**config.mk**
```make
export PLATFORM = sky130hd
export DESIGN_NAME = approx_mac_pe
export DESIGN_NICKNAME = d
export VERILOG_FILES = /design/src/rtl/approx_mac_pe.sv
export SDC_FILE = /design/constraint.sdc
export NUM_CORES = 1
export LEC_CHECK = 0
export CAP_MARGIN = 30
export CORE_AREA = 5 5 73 75
export CTS_CLUSTER_DIAMETER = 200
export CTS_CLUSTER_SIZE = 25
export DETAILED_ROUTE_END_ITERATION = 16
export DIE_AREA = 0 0 78 80
export PLACE_DENSITY_LB_ADDON = 0.12
export SLEW_MARGIN = 5
export SYNTH_ARGS = -nofsm -noshare
export SYNTH_HDL_FRONTEND = slang
export SYNTH_SLANG_ARGS = --single-unit
```
**constraint.sdc**
```tcl
create_clock -name clk -period 2.3 [get_ports clk]
set_input_delay 0.46 -clock clk [delete_from_list [all_inputs] [get_ports clk]]
set_output_delay 0.46 -clock clk [all_outputs]
set_load 0.01 [all_outputs]
```
**src/rtl/approx_mac_pe.sv**
```systemverilog
// approx_mac_pe: output-stationary MAC processing element built around the
// approx_1 4x4 approximate multiplier. Accumulates K_LEN products per dot
// product with saturation, forwards operands to neighbours, and presents the
// finished sum on a valid/ready port.
//
// state | meaning
// ACCUM | accepting operand beats, acc holds the partial sum
// DONE  | result presented on acc_out, waiting for out_ready

// approx_1: 4x4 unsigned approximate multiplier made of four 2x2 blocks.
// Each 2x2 block returns 7 instead of 9 for 3x3, so the largest product is
// 175 (15x15) and the result always fits in 8 bits.
module approx_1 (
  input  logic [3:0] x,
  input  logic [3:0] y,
  output logic [7:0] p
);

  function automatic logic [3:0] mul2(input logic [1:0] a, input logic [1:0] b);
    return {1'b0, a[1] & b[1], (a[1] & b[0]) | (a[0] & b[1]), a[0] & b[0]};
  endfunction

  logic [3:0] pp_ll, pp_lh, pp_hl, pp_hh;

  // Partial products and their shifted sum.
  always_comb begin
    pp_ll = mul2(x[1:0], y[1:0]);
    pp_lh = mul2(x[1:0], y[3:2]);
    pp_hl = mul2(x[3:2], y[1:0]);
    pp_hh = mul2(x[3:2], y[3:2]);
    p = {pp_hh, 4'b0000}
      + {2'b00, pp_lh, 2'b00}
      + {2'b00, pp_hl, 2'b00}
      + {4'b0000, pp_ll};
  end

endmodule

module approx_mac_pe #(
  parameter int K_LEN = 4,
  parameter int ACC_W = 16
) (
  input  logic             clk,
  input  logic             rst_n,
  input  logic             in_valid,
  output logic             in_ready,
  input  logic [3:0]       a_in,
  input  logic [3:0]       b_in,
  output logic [3:0]       a_out,
  output logic [3:0]       b_out,
  output logic             fwd_valid,
  output logic             out_valid,
  input  logic             out_ready,
  output logic [ACC_W-1:0] acc_out,
  output logic             sat_flag
);

  localparam int CNT_W = $clog2(K_LEN + 1);
  localparam logic [CNT_W-1:0] CNT_LAST = CNT_W'(K_LEN - 1);
  localparam logic [ACC_W:0]   MAX_W    = {1'b0, {ACC_W{1'b1}}};

  typedef enum logic {
    ACCUM = 1'b0,
    DONE  = 1'b1
  } state_t;

  state_t           state, state_nx;
  logic [CNT_W-1:0] cnt, cnt_nx;
  logic [ACC_W-1:0] acc, acc_nx;
  logic             sat, sat_nx;

  logic [7:0]       prod;
  logic [ACC_W:0]   prod_w;
  logic [ACC_W:0]   sum_w;
  logic [ACC_W-1:0] acc_sum, acc_term;
  logic             sum_clip, term_clip;
  logic             beat, out_xfer;

  approx_1 u_mul (
    .x (a_in),
    .y (b_in),
    .p (prod)
  );

  // Clamped running sum and clamped first term of a new dot product.
  always_comb begin
    prod_w    = {{(ACC_W - 7){1'b0}}, prod};
    sum_w     = {1'b0, acc} + prod_w;
    sum_clip  = sum_w[ACC_W];
    acc_sum   = sum_clip ? {ACC_W{1'b1}} : sum_w[ACC_W-1:0];
    term_clip = (prod_w > MAX_W);
    acc_term  = term_clip ? {ACC_W{1'b1}} : prod_w[ACC_W-1:0];
  end

  // Handshakes and next-state / datapath control.
  always_comb begin
    in_ready  = (state == ACCUM) || out_ready;
    out_valid = (state == DONE);
    beat      = in_valid && in_ready;
    out_xfer  = out_valid && out_ready;
    state_nx  = state;
    cnt_nx    = cnt;
    acc_nx    = acc;
    sat_nx    = sat;
    case (state)
      ACCUM: begin
        if (beat) begin
          acc_nx = acc_sum;
          sat_nx = sat | sum_clip;
          if (cnt == CNT_LAST) begin
            cnt_nx   = '0;
            state_nx = DONE;
          end else begin
            cnt_nx = cnt + CNT_W'(1);
          end
        end
      end
      DONE: begin
        if (out_xfer) begin
          if (beat) begin
            acc_nx = acc_term;
            sat_nx = term_clip;
            // With a single-term dot product the new term is already the result.
            if (K_LEN == 1) begin
              cnt_nx   = '0;
              state_nx = DONE;
            end else begin
              cnt_nx   = CNT_W'(1);
              state_nx = ACCUM;
            end
          end else begin
            acc_nx   = '0;
            sat_nx   = 1'b0;
            cnt_nx   = '0;
            state_nx = ACCUM;
          end
        end
      end
      default: state_nx = ACCUM;
    endcase
  end

  // State, counter and accumulator registers.
  always_ff @(posedge clk or negedge rst_n) begin
    if (!rst_n) begin
      state <= ACCUM;
      cnt   <= '0;
      acc   <= '0;
      sat   <= 1'b0;
    end else begin
      state <= state_nx;
      cnt   <= cnt_nx;
      acc   <= acc_nx;
      sat   <= sat_nx;
    end
  end

  // Operand forwarding to the east/south neighbours.
  always_ff @(posedge clk or negedge rst_n) begin
    if (!rst_n) begin
      a_out     <= 4'd0;
      b_out     <= 4'd0;
      fwd_valid <= 1'b0;
    end else begin
      fwd_valid <= beat;
      if (beat) begin
        a_out <= a_in;
        b_out <= b_in;
      end
    end
  end

  assign acc_out  = acc;
  assign sat_flag = sat;

endmodule

```
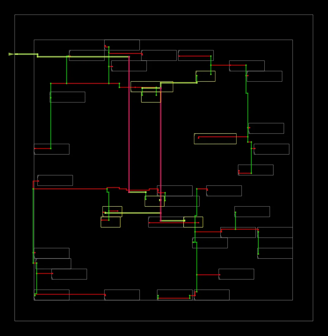
clocks.png
clk sink count: 30
registers: 30
P_clk: 682 uW

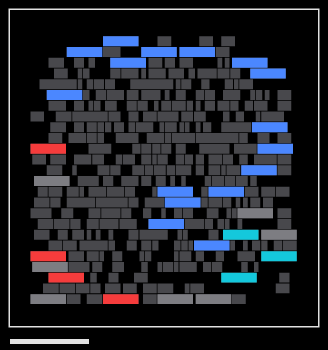
flops_by_reg.png
Scale bar: 20 um. Other sequential cells in the stronger grey, the rest of the logic in the fainter grey.
red -> `a_out`  # placed flops 4, where lower left
cyan -> `cnt`  # placed flops 3
blue -> `acc_out`  # placed flops 16

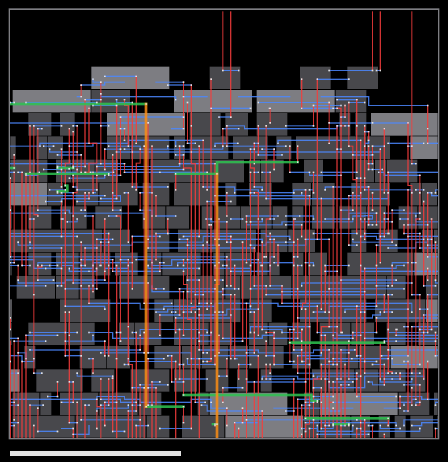
detail.png
Scale bar: 20 um. Window x 14 to 64, y 30 to 80 um. Cells in grey, sequential cells in the stronger grey; small squares are vias.
red -> metal 2
orange -> metal 4
green -> metal 3
blue -> metal 1
netlist names of flops here include = `acc_out` (10)
most frequent = buf_4 (24), nand2_1 (11)
sequential cells in the window = 10
cells with their middle in the window = 168

==> out/qor.txt <==
Remaining DRCs: 0
Sequential power: 857 uW
Clk pin slew, worst setup/hold paths: 0.07 ns
Failing checks: setup timing
Power, Total: 3654 uW
Max-slew violations: 0
Fraction of layout instances using a drive strength above 1: 0.3301
# clk buffers: 6
Async set-reset flop share out of synthesis: 1.000
Row Count: 25
Via count of the first global-routing pass: 2173
Max incr delay on CP: 0.53 ns
Cell count in the Yosys report: 230
Layout Cells excl Fill: 363
Crit-path slowest cell: fa_1
Avg Inst Size Synth: 9.602 um2
Most common cell in the netlist: dfrtp_1
Sequential power share: 0.235
Global route overflow: 0
Register cell area after layout: 750.7 um2
Syn Inst Count: 230
Synth Cell Area: 2208 um2
Place WS: -1.534 ns
Critical path destination: acc_out[12]
Critical Path Source: a_in[1]
Top Layout Cells: buf_4, clkdlybuf4s50_1, dfrtp_1
Clock root buffer: clkbuf_8
Peak VDD IR: 0.7467 mV
Pin count of the biggest net entering global routing: 31
Clock latency at the later pin of the worst-skew pair: 0.29 ns
Combinational cell power: 2110 uW
Largest delay contributor family on the critical path: adder cells
Critical path capture point type: flop
Chip Area: 6240 um2
Largest class: multi-input combinational cells
Min Hold Slack: 0.4872 ns
Ports: 40
Slew of the pin with the lowest slew margin: 0.4328 ns
H-Tree Depth: 2
Setup violators final: 17
Hold Crit Endpoint: out_valid
Vias: 2050
LEAKAGE: 0.001486 uW
Commonest Layout Cell: buf_4
Area figure in the yosys stat output: 2208 um2
CTS tree: built
Core area: 4598 um2
CP arrival: 3.20 ns
Worst Path Required: 2.50 ns
Crit-path most repeated cell: buf_6
Avg WL per Cell: 16.61 um
Status: finished with violations
Reg2Reg Setup Slack: 0.03 ns
CP Class: input port to flop
Power per Cell Area: 1146 nW/um2
R2R cell count: 8
# nets final: 337
Fraction of area in multi-input gates: 0.4582
Tap Cells: 54
Floorplan utilization: 0.4803
Largest area contributor in the netlist: dfrtp_1
Final clock-cell share: 0.04472
Combinational power share: 0.579
1st-iter DRT viols: 137
Tool warnings: 29
Levels on crit path: 12
Cts repair resizes: 56
RSZ-0062 raised after global routing: true
Post-layout util: 0.6936
Setup Skew: 0.005309 ns
Max Cap Violations: 0
Gate Area: 1461 um2
Placed cell count: 347
Placed instance area: 2879 um2
Synth top cells by count: dfrtp_1, nand2_1, inv_1
Reg-to-reg endpoint: acc_out[12]
Synth flops: 30
Path category of the worst min-delay check: flop to flop
Worst Hold Depth: 1
Switching Share: 0.3831
CTS Buf Count: 5
Comb gates: 175
Final Cell Area: 3189 um2
Critical path, cell by cell: buf_8 -> and2_4 -> fa_1 -> fa_2 -> xor2_2 -> ha_1 -> buf_6 -> a221oi_4 -> buf_6 -> o21ai_4 -> and4b_1 -> nor3_2
Tmin final: 3.000 ns
Top-area cell type share of the netlist area: 0.3399
Tot GR Track Use: 0.2101
Final hold viol count: 0
Power share of the clock group: 0.187
Synth Flop Type: dfrtp_1
Antenna Cells: 0
Buf/Inv on CP: 3
Post-Syn Nets: 259
Layout fillers: 347
Worst Setup Slack, final: -0.6997 ns
R2R Path Start: acc_out[0]
First-pass GRT wire length: 10.45 mm
Crit share post-route: 1.304
Internal power: 2254 uW
Sequential share of cell area: 0.2354
Inverters: 17
Hold path startpoint: cnt[2]
DP HPWL: 4.361 mm
P&R area growth vs syn: 44.42%
CTS Buffer Depth: 2
Initial antenna violation count: 0
Routability cong.: 0.8585
Hold_buf cts: 0
CP max FO: 6
Setup bufs post-CTS: 4
Fmax: 0.3334 GHz
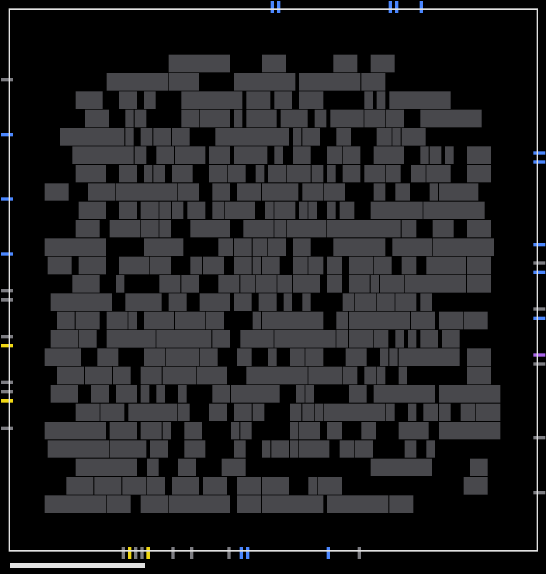
io_placement.png
Scale bar: 20 um. Pins as bars across the die edge, other pins in grey.
purple -> `in_ready`  # pins 1, direction output, edge right
blue -> `acc_out`  # pins 16, direction output, edge 5 right, 5 top, 3 bottom, 3 left
yellow -> `b_in`  # pins 4, direction input, edge 2 bottom, 2 left
number of port buffers: 39
DIE HEIGHT: 80 um
Die X: 78 um

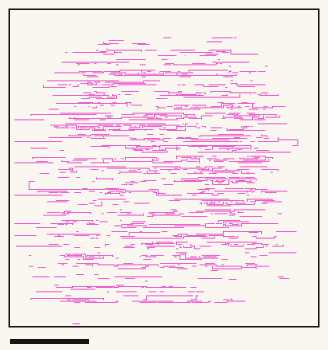
layer_met1.png
Scale bar: 20 um.
main direction = horizontal
share of all routed wire = 44%

routing by layer:
layer,track usage,up-vias,share of wire
met5,0,-,0
met4,0.07095,0,0.012
met3,0.04063,6,0.045
met2,0.3631,48,0.50
met1,0.2611,1006,0.44
li1,-,990,-
logic make-up (layout without fill, tap and decap cells):
group / after synthesis / in the layout / synth area share
adder cells (fa/ha/maj): 17 / 17 / 0.1099
XOR/XNOR: 7 / 7 / 0.02776
flip-flops: 30 / 30 / 0.3399
AND-OR/OR-AND: 64 / 65 / 0.2142
buffers and inverters: 27 / 104 / 0.06119
AND/OR/NAND/NOR: 73 / 74 / 0.1870
multiplexers: 12 / 12 / 0.06006
registers in the layout (all words and copies together) (netlist names):
register   cells
sat_flag       1
fwd_valid      1
b_out          4
cnt            3
a_out          4
out_valid      1
acc_out       16
Power figures rest on the tool's default switching activity, not on a simulated workload.
